drive_strength.png
Drawn at 4 px/um.
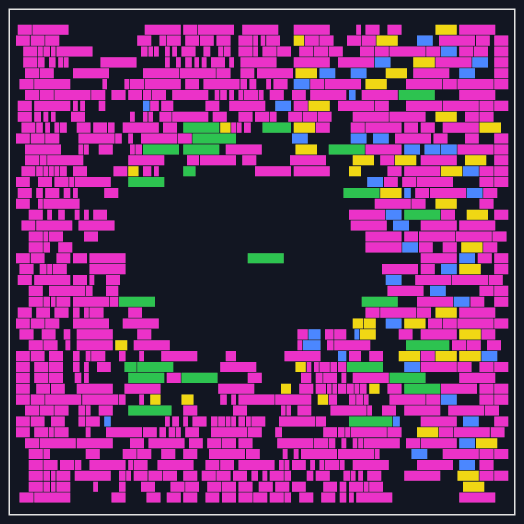
registers.png
Drawn at 3 px/um.
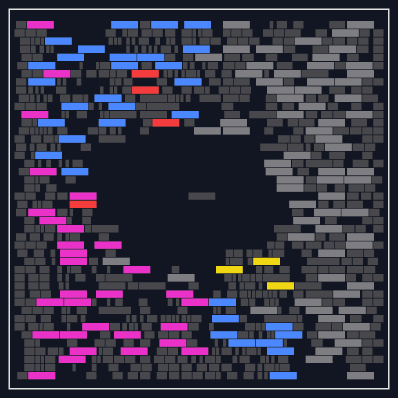
met3.png
Drawn at 4 px/um.
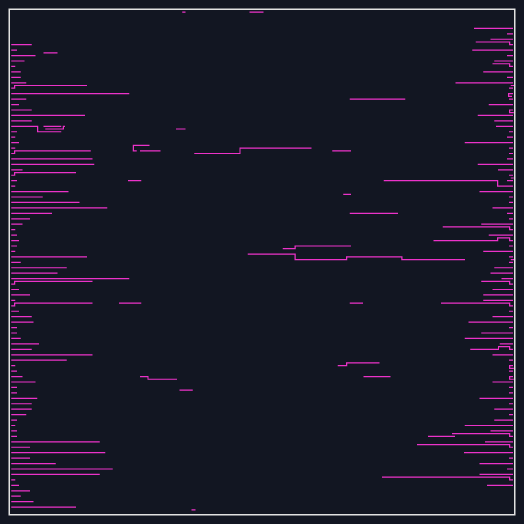
wire_density.png
Drawn at 3 px/um. The die is cut into 25 by 25 equal tiles; black is low, pale yellow is high, scaled to the fullest tile. Values are wire area over tile area, all layers added.
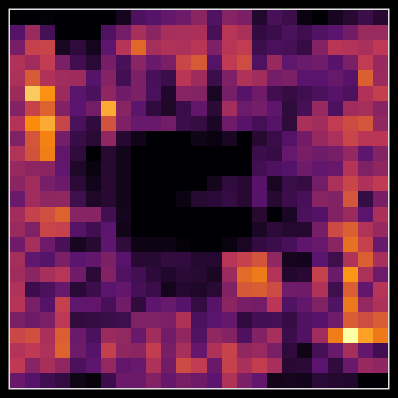
final_clocks.png
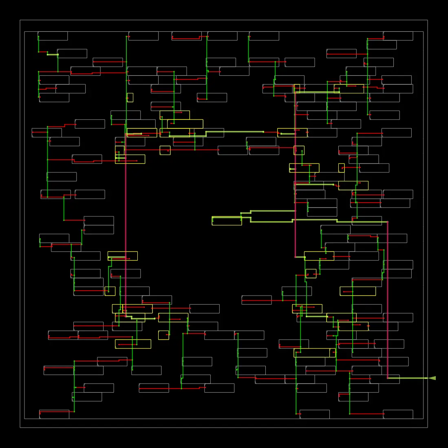
`src/rtl/mem_bus_arbiter_pkg.sv`:
```
// mem_bus_arbiter_pkg
//   Shared constants for the fetch/data memory bus arbiter: FSM state
//   encoding, enable/boolean literals, the zero word and the full byte-lane
//   select for the default 32-bit bus.
package mem_bus_arbiter_pkg;

  localparam int DEF_ADDR_W = 32;
  localparam int DEF_DATA_W = 32;
  localparam int DEF_SEL_W  = DEF_DATA_W / 8;

  // Arbiter FSM states (3-bit encoding)
  typedef enum logic [2:0] {
    IDLE   = 3'd0,
    D_BUSY = 3'd1,
    I_BUSY = 3'd2,
    D_DONE = 3'd3,
    I_DONE = 3'd4
  } arb_state_e;

  localparam logic ChipEnable  = 1'b1;
  localparam logic ChipDisable = 1'b0;
  localparam logic True        = 1'b1;
  localparam logic False       = 1'b0;

  localparam logic [DEF_DATA_W-1:0] ZeroWord = '0;
  localparam logic [DEF_SEL_W-1:0]  FULL_SEL = '1;

endpackage

```
`src/rtl/mem_bus_arbiter_if.sv`:
```
// mem_bus_arbiter_if
//   External SoC memory bus seen by the arbiter.
//   master modport (arbiter side):
//     out bus_req_out, bus_we_out, bus_sel_out, bus_addr_out, bus_wdata_out
//     in  bus_rdata_in (valid with ack), bus_ack_in (one-cycle completion pulse)
//   slave modport: the mirror image, for the memory/bus fabric side.
interface mem_bus_arbiter_if #(
  parameter int ADDR_W = 32,
  parameter int DATA_W = 32
);
  localparam int SEL_W = DATA_W / 8;

  logic              bus_req_out;
  logic              bus_we_out;
  logic [SEL_W-1:0]  bus_sel_out;
  logic [ADDR_W-1:0] bus_addr_out;
  logic [DATA_W-1:0] bus_wdata_out;
  logic [DATA_W-1:0] bus_rdata_in;
  logic              bus_ack_in;

  modport master (
    output bus_req_out, bus_we_out, bus_sel_out, bus_addr_out, bus_wdata_out,
    input  bus_rdata_in, bus_ack_in
  );

  modport slave (
    input  bus_req_out, bus_we_out, bus_sel_out, bus_addr_out, bus_wdata_out,
    output bus_rdata_in, bus_ack_in
  );

endinterface

```
`src/rtl/mem_bus_arbiter.sv`:
```
// mem_bus_arbiter
//   Shares one word-wide memory bus between the instruction-fetch port and
//   the load/store port. Data accesses win when both ask in the same cycle.
//   One transaction at a time; completed results are held while the
//   pipeline is stalled.
// Ports:
//   clk, rst                  clock, asynchronous active-high reset
//   stall_in, flush_in        pipeline stall / flush
//   inst_ce_in, inst_addr_in  fetch request; inst_data_out, stallreq_inst_out
//   data_ce_in/we/sel/addr/wdata  load/store request;
//   data_rdata_out, stallreq_data_out
//   bus                       memory bus (master modport)
module mem_bus_arbiter
  import mem_bus_arbiter_pkg::*;
#(
  parameter int ADDR_W = DEF_ADDR_W,
  parameter int DATA_W = DEF_DATA_W
) (
  input  logic                clk,
  input  logic                rst,
  input  logic                stall_in,
  input  logic                flush_in,
  input  logic                inst_ce_in,
  input  logic [ADDR_W-1:0]   inst_addr_in,
  output logic [DATA_W-1:0]   inst_data_out,
  output logic                stallreq_inst_out,
  input  logic                data_ce_in,
  input  logic                data_we_in,
  input  logic [DATA_W/8-1:0] data_sel_in,
  input  logic [ADDR_W-1:0]   data_addr_in,
  input  logic [DATA_W-1:0]   data_wdata_in,
  output logic [DATA_W-1:0]   data_rdata_out,
  output logic                stallreq_data_out,
  mem_bus_arbiter_if.master   bus
);

  localparam int SEL_W = DATA_W / 8;
  // Clears the byte-offset bits so every bus address is word aligned.
  localparam logic [ADDR_W-1:0] ALIGN_MASK = ~ADDR_W'(SEL_W - 1);

  arb_state_e        state_reg, state_next;
  logic              drop_reg, drop_next;
  logic              bus_req_reg, bus_req_next;
  logic              bus_we_reg, bus_we_next;
  logic [SEL_W-1:0]  bus_sel_reg, bus_sel_next;
  logic [ADDR_W-1:0] bus_addr_reg, bus_addr_next;
  logic [DATA_W-1:0] bus_wdata_reg, bus_wdata_next;
  logic [DATA_W-1:0] inst_data_reg, inst_data_next;
  logic [DATA_W-1:0] data_rdata_reg, data_rdata_next;

  always_ff @(posedge clk or posedge rst) begin
    if (rst) begin
      state_reg      <= IDLE;
      drop_reg       <= False;
      bus_req_reg    <= ChipDisable;
      bus_we_reg     <= False;
      bus_sel_reg    <= '0;
      bus_addr_reg   <= '0;
      bus_wdata_reg  <= '0;
      inst_data_reg  <= '0;
      data_rdata_reg <= '0;
    end else begin
      state_reg      <= state_next;
      drop_reg       <= drop_next;
      bus_req_reg    <= bus_req_next;
      bus_we_reg     <= bus_we_next;
      bus_sel_reg    <= bus_sel_next;
      bus_addr_reg   <= bus_addr_next;
      bus_wdata_reg  <= bus_wdata_next;
      inst_data_reg  <= inst_data_next;
      data_rdata_reg <= data_rdata_next;
    end
  end

  always_comb begin
    state_next      = state_reg;
    drop_next       = drop_reg;
    bus_req_next    = bus_req_reg;
    bus_we_next     = bus_we_reg;
    bus_sel_next    = bus_sel_reg;
    bus_addr_next   = bus_addr_reg;
    bus_wdata_next  = bus_wdata_reg;
    inst_data_next  = inst_data_reg;
    data_rdata_next = data_rdata_reg;

    case (state_reg)
      IDLE: begin
        // A flush cycle never launches a new access.
        if (!flush_in) begin
          if (data_ce_in == ChipEnable) begin
            bus_req_next   = ChipEnable;
            bus_we_next    = data_we_in;
            bus_sel_next   = data_sel_in;
            bus_addr_next  = data_addr_in & ALIGN_MASK;
            bus_wdata_next = data_wdata_in;
            state_next     = D_BUSY;
          end else if (inst_ce_in == ChipEnable) begin
            bus_req_next   = ChipEnable;
            bus_we_next    = False;
            bus_sel_next   = '1;
            bus_addr_next  = inst_addr_in & ALIGN_MASK;
            bus_wdata_next = '0;
            state_next     = I_BUSY;
          end
        end
      end

      // A load/store already on the bus always completes, flush or not.
      D_BUSY: begin
        if (bus.bus_ack_in) begin
          bus_req_next = ChipDisable;
          bus_we_next  = False;
          bus_sel_next = '0;
          if (!bus_we_reg) begin
            data_rdata_next = bus.bus_rdata_in;
          end
          state_next = D_DONE;
        end
      end

      // A flush seen at any point of the fetch (including the ack cycle)
      // marks the returning instruction as stale.
      I_BUSY: begin
        if (flush_in) begin
          drop_next = True;
        end
        if (bus.bus_ack_in) begin
          bus_req_next = ChipDisable;
          bus_we_next  = False;
          bus_sel_next = '0;
          drop_next    = False;
          if (drop_reg || flush_in) begin
            state_next = IDLE;
          end else begin
            inst_data_next = bus.bus_rdata_in;
            state_next     = I_DONE;
          end
        end
      end

      D_DONE, I_DONE: begin
        if (!stall_in || flush_in) begin
          state_next = IDLE;
        end
      end

      default: state_next = IDLE;
    endcase
  end

  // While a data access is in flight a pending fetch is stalled as well.
  assign stallreq_data_out = data_ce_in && (state_reg != D_DONE);
  assign stallreq_inst_out = inst_ce_in && (state_reg != I_DONE);

  assign inst_data_out     = inst_data_reg;
  assign data_rdata_out    = data_rdata_reg;
  assign bus.bus_req_out   = bus_req_reg;
  assign bus.bus_we_out    = bus_we_reg;
  assign bus.bus_sel_out   = bus_sel_reg;
  assign bus.bus_addr_out  = bus_addr_reg;
  assign bus.bus_wdata_out = bus_wdata_reg;

endmodule

```
`src/flat_wrapper.sv`:
```
// flat-port wrapper written by rule: the top's interface ports become plain ports
module mem_bus_arbiter_flat import mem_bus_arbiter_pkg::*;
#(
  parameter int ADDR_W = DEF_ADDR_W,
  parameter int DATA_W = DEF_DATA_W
)
  (clk, rst, stall_in, flush_in, inst_ce_in, inst_addr_in, inst_data_out, stallreq_inst_out, data_ce_in, data_we_in, data_sel_in, data_addr_in, data_wdata_in, data_rdata_out, stallreq_data_out, bus_bus_req_out, bus_bus_we_out, bus_bus_sel_out, bus_bus_addr_out, bus_bus_wdata_out, bus_bus_rdata_in, bus_bus_ack_in);
  mem_bus_arbiter_if #(.ADDR_W(ADDR_W), .DATA_W(DATA_W)) bus_i ();
  input  logic clk;
  input  logic rst;
  input  logic stall_in;
  input  logic flush_in;
  input  logic inst_ce_in;
  input  logic [ADDR_W-1:0] inst_addr_in;
  output logic [DATA_W-1:0] inst_data_out;
  output logic stallreq_inst_out;
  input  logic data_ce_in;
  input  logic data_we_in;
  input  logic [DATA_W/8-1:0] data_sel_in;
  input  logic [ADDR_W-1:0] data_addr_in;
  input  logic [DATA_W-1:0] data_wdata_in;
  output logic [DATA_W-1:0] data_rdata_out;
  output logic stallreq_data_out;
  output wire logic [$bits(bus_i.bus_req_out)-1:0] bus_bus_req_out;
  output wire logic [$bits(bus_i.bus_we_out)-1:0] bus_bus_we_out;
  output wire logic [$bits(bus_i.bus_sel_out)-1:0] bus_bus_sel_out;
  output wire logic [$bits(bus_i.bus_addr_out)-1:0] bus_bus_addr_out;
  output wire logic [$bits(bus_i.bus_wdata_out)-1:0] bus_bus_wdata_out;
  input wire logic [$bits(bus_i.bus_rdata_in)-1:0] bus_bus_rdata_in;
  input wire logic [$bits(bus_i.bus_ack_in)-1:0] bus_bus_ack_in;
  assign bus_bus_req_out = bus_i.bus_req_out;
  assign bus_bus_we_out = bus_i.bus_we_out;
  assign bus_bus_sel_out = bus_i.bus_sel_out;
  assign bus_bus_addr_out = bus_i.bus_addr_out;
  assign bus_bus_wdata_out = bus_i.bus_wdata_out;
  assign bus_i.bus_rdata_in = bus_bus_rdata_in;
  assign bus_i.bus_ack_in = bus_bus_ack_in;
  mem_bus_arbiter #(.ADDR_W(ADDR_W), .DATA_W(DATA_W)) u_core (.clk(clk), .rst(rst), .stall_in(stall_in), .flush_in(flush_in), .inst_ce_in(inst_ce_in), .inst_addr_in(inst_addr_in), .inst_data_out(inst_data_out), .stallreq_inst_out(stallreq_inst_out), .data_ce_in(data_ce_in), .data_we_in(data_we_in), .data_sel_in(data_sel_in), .data_addr_in(data_addr_in), .data_wdata_in(data_wdata_in), .data_rdata_out(data_rdata_out), .stallreq_data_out(stallreq_data_out), .bus(bus_i));
endmodule
```
`config.mk`:
```
export PLATFORM = sky130hd
export DESIGN_NAME = mem_bus_arbiter_flat
export DESIGN_NICKNAME = d
export VERILOG_FILES = /design/src/rtl/mem_bus_arbiter_pkg.sv /design/src/rtl/mem_bus_arbiter_if.sv /design/src/rtl/mem_bus_arbiter.sv /design/src/flat_wrapper.sv
export SDC_FILE = /design/constraint.sdc
export NUM_CORES = 1
export LEC_CHECK = 0
export CAP_MARGIN = 20
export CORE_UTILIZATION = 37
export DETAILED_ROUTE_END_ITERATION = 6
export GPL_ROUTABILITY_DRIVEN = 1
export PLACE_DENSITY = 0.77
export SYNTH_ARGS = -nofsm -noshare
export SYNTH_HDL_FRONTEND = slang
export SYNTH_SLANG_ARGS = --single-unit
```
`constraint.sdc`:
```
create_clock -name clk -period 4.75 [get_ports clk]
set_input_delay 1.1875 -clock clk [delete_from_list [all_inputs] [get_ports clk]]
set_output_delay 1.1875 -clock clk [all_outputs]
set_load 0.1 [all_outputs]
```
==> results.cfg <==
; implementation run metrics
[die]
ios = 276
core-area_um2 = 14800
chipArea_um2 = 15900
initCoreUtil = 0.385
die_y_um = 126
fp-row-count = 44

[timing]
fmax_mhz = 294
rsz0062_at_grt = false
setup_viol = 0
post-route-min-period_ps = 3400
setup_ws_ps = 1350
finalMaxSlewViolations = 0
finalClockPeriodUsage = 0.716
hold_viol = 0

[setup_path]
path_class = in2out
end_kind = output port
slowest_delay_ps = 490
path_cells = clkdlybuf4s50_1 -> a21boi_0 -> buf_4
slowest_stage = clkdlybuf4s50_1
startpoint = inst_ce_in
critPathArrivalTime_ps = 2210
startpoint_type = primary input
cp_max_fo = 3

[global_route]
grt_overflow_total = 0
grt_use_total = 0.198
grt_max_degree = 93
antenna_found_initial = 0

[route]
wirelength_mm = 15.1
ant_nets = 0
routedWlPerCell_um = 16.4
drt-vias-per-instance = 4.83
wl_met3_mm = 1.38
met1Wirelength_mm = 6.21
remaining_drc_errors = 0

[logic_synthesis]
yosysUniqueCellTypes = 37
mappedNetlistArea_um2 = 5690
numSynthFlops = 136
edf_count = 0
top_area_cell = dfrtp_1
synth_top_cell_by_count = dfrtp_1
yosys_area_um2 = 5690
ys_cells = 464
area_leaders = dfrtp_1 (60%), mux2_4 (7.9%), mux2_2 (6.7%)

[final_layout]
n_antenna_cell = 0
drive_gt1_frac = 0.150
final_util = 0.616
nets = 865
syn2layout_area_growth_pct = 59.8
design_area_um2 = 9090

[placed_design]
place_area_um2 = 8460
dp_hpwl_mm = 10.9
dp.cells = 890
post-place-ws_ps = 1360

[clock_tree]
cts_tree = done
htreeDepth = 4
insertion_delay_ps = 410
cts.clk_slew.worst_paths_ps = 60

[status]
status = finished clean

[worst_hold_path]
hold_path_class = reg2reg

[run]
drv_cap = 0
warnings = 30

[power]
About drive_strength.png:
- drive 6 and up: green (cells 24; share 3.3%)
- drive 2: blue (cells 43; share 5.8%)
- drive 1 or less: magenta (cells 627; share 85%)
- drive 3 to 4: yellow (cells 44; share 6.0%)

About registers.png:
- u_core.bus.bus_addr_out: magenta (placed flops 30)
- u_core.bus.bus_sel_out: red (placed flops 4)
- u_core.state_reg: yellow (placed flops 3)
- u_core.bus.bus_wdata_out: blue (placed flops 32)
- not coloured: 67

About met3.png:
- nets with wire on the layer: 181
- wire length on this layer: 1380 um
- longest straight run: 31.7 um
- main direction: horizontal

About wire_density.png:
- tiles over half the peak: 12%
- nearly empty tiles: 10%
- emptiest ninth of the die: centre

About final_clocks.png:
clock net sink count: 136
Clock Skew: 12.0 ps
Flop Count: 136
Num CTS Buffers: 17

## area by class of cell
class,count,area (um^2),area share
Clock buffer,17,425,0.0468
Multi-Input combinational cell,291,2070,0.228
Timing Repair Buffer,275,2740,0.302
Clock inverter,15,200,0.0220
Tap cell,184,230,0.0253
Sequential cell,136,3400,0.375
Inverter,4,18.8,0.00207
## layer usage
layer  up-vias  global-route usage
met2       204               0.330
met1      2111               0.237
met4         0              0.0631
met3        22              0.0752
li1       2113                   -
met5         -                   0
## critical path, delay by kind of cell
kind,cells,cell delay [ps]
AND-OR/OR-AND,1,200
buffers and inverters,2,820
## cell usage in the layout (no fill, tap or decap), drive strengths merged, types with 2 or more instances in the layout
cell	n
a21oi	2
clkdlybuf4s50	266
clkinv	8
inv	5
nor2	4
mux2i	31
bufinv	4
mux2	64
nand2	96
clkbuf	17
dfrtp	136
or4	2
nand3	33
clkinvlp	2
a22o	4
conb	2
buf	9
nand2b	5
o21ai	33
## logic make-up after synthesis
| kind of cell | share of synthesized area |
|---|---|
| other cells | 0.000659 |
| buf+inv | 0.0398 |
| compound gates | 0.0482 |
| mux | 0.201 |
| simple gates | 0.112 |
| flops | 0.598 |
## final timing paths
check                                               end  slack (ps)  cells after the start
setup reg to reg            u_core.bus.bus_addr_out[21]        2710                      4
setup / recovery                      stallreq_inst_out        1350                      3
min in group asynchronous  u_core.bus.bus_wdata_out[18]        1090                      2
max in group asynchronous   u_core.bus.bus_addr_out[26]        2760                      3
hold reg to reg            u_core.bus.bus_wdata_out[17]         460                      2
hold / removal             u_core.bus.bus_wdata_out[17]         460                      2
